clock_nets.png
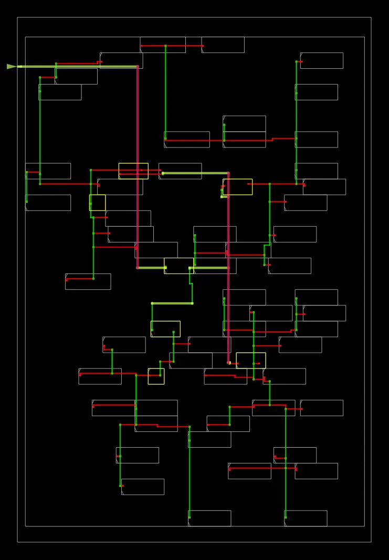
layers.png
Only two layers are drawn.
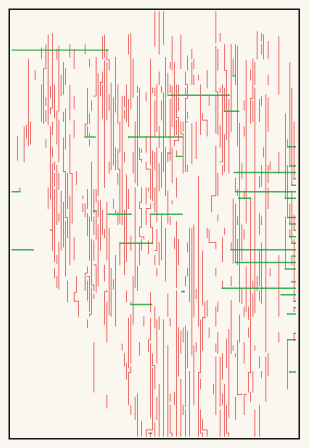
$ cat src/rtl/uart_alu_pkg.sv
// ============================================================================
// Module  : uart_alu_pkg
// Purpose : Shared types and constants for the UART/ALU glue stage.
// Rev     : 1.0  initial release
// ============================================================================
`default_nettype none

package uart_alu_pkg;

  localparam int DBIT_DEF  = 8;
  localparam int NB_OP_DEF = 6;

  localparam logic [2:0] S_WAIT_A  = 3'd0;
  localparam logic [2:0] S_WAIT_B  = 3'd1;
  localparam logic [2:0] S_WAIT_OP = 3'd2;
  localparam logic [2:0] S_LOAD    = 3'd3;
  localparam logic [2:0] S_SEND    = 3'd4;
  localparam logic [2:0] S_WAIT_TX = 3'd5;

  typedef enum logic [2:0] {
    WAIT_A  = S_WAIT_A,
    WAIT_B  = S_WAIT_B,
    WAIT_OP = S_WAIT_OP,
    LOAD    = S_LOAD,
    SEND    = S_SEND,
    WAIT_TX = S_WAIT_TX
  } state_t;

  localparam logic [5:0] OP_ADD = 6'h20;
  localparam logic [5:0] OP_SUB = 6'h22;
  localparam logic [5:0] OP_AND = 6'h24;
  localparam logic [5:0] OP_OR  = 6'h25;
  localparam logic [5:0] OP_XOR = 6'h26;
  localparam logic [5:0] OP_NOR = 6'h27;
  localparam logic [5:0] OP_SRA = 6'h03;
  localparam logic [5:0] OP_SRL = 6'h02;

endpackage

`default_nettype wire

$ cat src/rtl/uart_alu_interface_interbyte_timer.sv
// ============================================================================
// Module  : interbyte_timer
// Purpose : Gap counter between received bytes; pulses o_expire at TIMEOUT-1.
// Rev     : 1.0  initial release
// ============================================================================
`default_nettype none

module interbyte_timer #(
  parameter int TIMEOUT = 1_000_000,
  parameter int NB_TO   = 20
) (
  input  logic i_clock,
  input  logic i_reset,
  input  logic i_en,
  input  logic i_clr,
  output logic o_expire
);

  localparam logic [NB_TO-1:0] LAST = NB_TO'(TIMEOUT - 1);

  logic [NB_TO-1:0] count_q;
  logic [NB_TO-1:0] count_d;
  logic             expire;

  // A clear in the expiry cycle suppresses the pulse: a fresh byte always wins.
  always_comb begin
    expire  = i_en && !i_clr && (count_q == LAST);
    count_d = count_q + 1'b1;
    if (!i_en || i_clr || expire) begin
      count_d = '0;
    end
  end

  always_ff @(posedge i_clock) begin
    if (i_reset) begin
      count_q <= '0;
    end else begin
      count_q <= count_d;
    end
  end

  assign o_expire = expire;

endmodule

`default_nettype wire

$ cat src/rtl/uart_alu_interface.sv
// ============================================================================
// Module  : uart_alu_interface
// Purpose : Collects A, B, opcode bytes from UART RX, feeds the external ALU
//           and launches one TX frame with the result.
// Rev     : 1.0  initial release
// ============================================================================
`default_nettype none

module uart_alu_interface
  import uart_alu_pkg::*;
#(
  parameter int DBIT    = DBIT_DEF,
  parameter int NB_OP   = NB_OP_DEF,
  parameter int TIMEOUT = 1_000_000,
  parameter int NB_TO   = 20
) (
  input  logic             i_clock,
  input  logic             i_reset,
  input  logic             i_rx_done,
  input  logic [DBIT-1:0]  i_rx_data,
  input  logic             i_tx_done,
  input  logic [DBIT-1:0]  i_alu_result,
  output logic [DBIT-1:0]  o_data_a,
  output logic [DBIT-1:0]  o_data_b,
  output logic [NB_OP-1:0] o_op,
  output logic             o_tx_start,
  output logic [DBIT-1:0]  o_tx_data,
  output logic             o_busy,
  output logic             o_timeout
);

  state_t            state_q, state_d;
  logic [DBIT-1:0]   data_a_q, data_a_d;
  logic [DBIT-1:0]   data_b_q, data_b_d;
  logic [NB_OP-1:0]  op_q, op_d;
  logic [DBIT-1:0]   tx_data_q, tx_data_d;
  logic              busy_q, busy_d;

  logic              timer_en;
  logic              timer_expire;
  logic              timeout;

  interbyte_timer #(
    .TIMEOUT (TIMEOUT),
    .NB_TO   (NB_TO)
  ) u_timer (
    .i_clock  (i_clock),
    .i_reset  (i_reset),
    .i_en     (timer_en),
    .i_clr    (i_rx_done),
    .o_expire (timer_expire)
  );

  always_comb begin
    state_d   = state_q;
    data_a_d  = data_a_q;
    data_b_d  = data_b_q;
    op_d      = op_q;
    tx_data_d = tx_data_q;
    busy_d    = busy_q;
    timeout   = 1'b0;
    timer_en  = (state_q == WAIT_B) || (state_q == WAIT_OP);

    case (state_q)
      WAIT_A: begin
        if (i_rx_done) begin
          data_a_d = i_rx_data;
          state_d  = WAIT_B;
        end
      end
      WAIT_B: begin
        if (i_rx_done) begin
          data_b_d = i_rx_data;
          state_d  = WAIT_OP;
        end else if (timer_expire) begin
          timeout = 1'b1;
          state_d = WAIT_A;
        end
      end
      WAIT_OP: begin
        if (i_rx_done) begin
          op_d    = i_rx_data[NB_OP-1:0];
          busy_d  = 1'b1;
          state_d = LOAD;
        end else if (timer_expire) begin
          timeout = 1'b1;
          state_d = WAIT_A;
        end
      end
      // Operands became visible to the ALU at the start of this cycle.
      LOAD: begin
        tx_data_d = i_alu_result;
        state_d   = SEND;
      end
      SEND: begin
        state_d = WAIT_TX;
      end
      WAIT_TX: begin
        if (i_tx_done) begin
          busy_d  = 1'b0;
          state_d = WAIT_A;
        end
      end
      default: begin
        state_d = WAIT_A;
      end
    endcase
  end

  always_ff @(posedge i_clock) begin
    if (i_reset) begin
      state_q   <= WAIT_A;
      data_a_q  <= '0;
      data_b_q  <= '0;
      op_q      <= '0;
      tx_data_q <= '0;
      busy_q    <= 1'b0;
    end else begin
      state_q   <= state_d;
      data_a_q  <= data_a_d;
      data_b_q  <= data_b_d;
      op_q      <= op_d;
      tx_data_q <= tx_data_d;
      busy_q    <= busy_d;
    end
  end

  assign o_data_a   = data_a_q;
  assign o_data_b   = data_b_q;
  assign o_op       = op_q;
  assign o_tx_data  = tx_data_q;
  assign o_busy     = busy_q;
  assign o_tx_start = (state_q == SEND);
  assign o_timeout  = timeout;

endmodule

`default_nettype wire

$ cat config.mk
export PLATFORM = sky130hd
export DESIGN_NAME = uart_alu_interface
export DESIGN_NICKNAME = d
export VERILOG_FILES = /design/src/rtl/uart_alu_pkg.sv /design/src/rtl/uart_alu_interface_interbyte_timer.sv /design/src/rtl/uart_alu_interface.sv
export SDC_FILE = /design/constraint.sdc
export NUM_CORES = 1
export LEC_CHECK = 0
export CORE_ASPECT_RATIO = 1.5
export CORE_UTILIZATION = 44
export DETAILED_ROUTE_END_ITERATION = 8
export PLACE_DENSITY_LB_ADDON = 0.3
export RECOVER_POWER = 25
export SYNTH_ARGS = -nofsm -noshare
export SYNTH_HDL_FRONTEND = slang
export SYNTH_HIERARCHICAL = 1
export SYNTH_SLANG_ARGS = --single-unit
$ cat constraint.sdc
create_clock -name i_clock -period 1.8 [get_ports i_clock]
set_clock_uncertainty 0.15 [all_clocks]
set_input_delay 0.27 -clock i_clock [delete_from_list [all_inputs] [get_ports i_clock]]
set_output_delay 0.27 -clock i_clock [all_outputs]
set_load 0.005 [all_outputs]
==> run_results.csv <==
group,metric,value,unit
status,status,"complete, but fails checks",
status,violations,"setup timing",
cells_and_area,final-comb-area,1190,µm²
cells_and_area,comb.multi_input.count,172,
die,die_y,90.4,µm
worst_hold_path,whs_path_depth,2,
synthesis,async_reset_ff_share,0,%
global_routing,globalRouteOverflowTotal,0,
placement,portBuffers,52,
sta,period_used_share,120,%
detailed_routing,via_count,2010,
cells_and_area,fill_cells,412,
power,power_frac_comb,12.1,%
clock_tree,ctsResizeCount,17,
cells_and_area,largest_reg_flops,20,
global_routing,use_met1,19.6,%
power,pg_seq,0.00124,W
placement,routabilityCongestion,0.856,
cells_and_area,lay_top_cells,"clkdlybuf4s50_1, nor2_1, dfxtp_1",
detailed_routing,routed_wl,5380,µm
sta,min_period,2160,ps
setup_path,startpoint,"u_timer/count_q[1]$_SDFF_PP0_",
clock_tree,cts_hold_buf,0,
worst_hold_path,worstHoldEndpoint,"o_data_a[6]$_SDFFE_PP0P_",
synthesis,top_logic_kind,"simple AND/OR/NAND/NOR gates",
detailed_routing,m1WireLength,2040,µm
synthesis,edf_count,0,
worst_hold_path,holdCritStartpoint,"o_data_a[6]$_SDFFE_PP0P_",
synthesis,ys_chip_area,2290,µm²
global_routing,antenna_found_initial,0,
sta,slew_viol_final,0,
detailed_routing,drtIter0Drc,82,
die,die_area,5510,µm²
clock_tree,cts-root-buf,"clkbuf_8",
detailed_routing,via_per_inst,5.01,
synthesis,xor_area_share,6.11,%
detailed_routing,highest_layer,"met4",
sta,holdWs,307,ps
global_routing,grt_max_degree,35,
setup_path,critPathTopFamily,"simple AND/OR/NAND/NOR gates",
setup_path,rrSetupSlack,-120,ps
synthesis,syn_area_per_cell,9.32,µm²
clock_tree,cts_buffer_depth,2,
cells_and_area,clock_cell_area_share,2.51,%
setup_path,r2r_start,"u_timer/count_q[1]$_SDFF_PP0_",
setup_path,crit_type,"flop to primary output",
sta,setup_viol,6,
sta,fmax,463,MHz
synthesis,ys_types,44,
placement,place_inst,389,
cells_and_area,buf_share,25.8,%
global_routing,grt_use_met3,5.30,%
cells_and_area,largest_cell_class,"combinational gates",
worst_hold_path,hp-class,"flop to flop",
cells_and_area,buffers_excl_clock,95,
cells_and_area,comb_share,35.7,%
setup_path,crit_path_top_delay_cell,"dfxtp_2",
die,num_io_pins,53,
power,irDropWorstVdd,0.481,mV
cells_and_area,final_net_count,356,
setup_path,cp-start-kind,"flop",
cells_and_area,lay_top_count,"clkdlybuf4s50_1",
cells_and_area,stdcell_count,401,
power,top_power_group,"sequential cells",
setup_path,crit_path_end,"o_timeout",
setup_path,worstPathRequired,1380,ps
sta,fin_ws,-358,ps
power,intPower,0.00164,W
About clock_nets.png:
P_clk: 0.000645 W
Latency at later pin: 300 ps
cts bufs inserted: 5
Clock Buffer Count: 5
num sequential: 54

About layers.png:
| layer | colour | wire length |
|---|---|---|
| M3 | green | 172 µm |
| M2 | red | 3,010 µm |

Power is estimated from default activity; no workload was simulated.
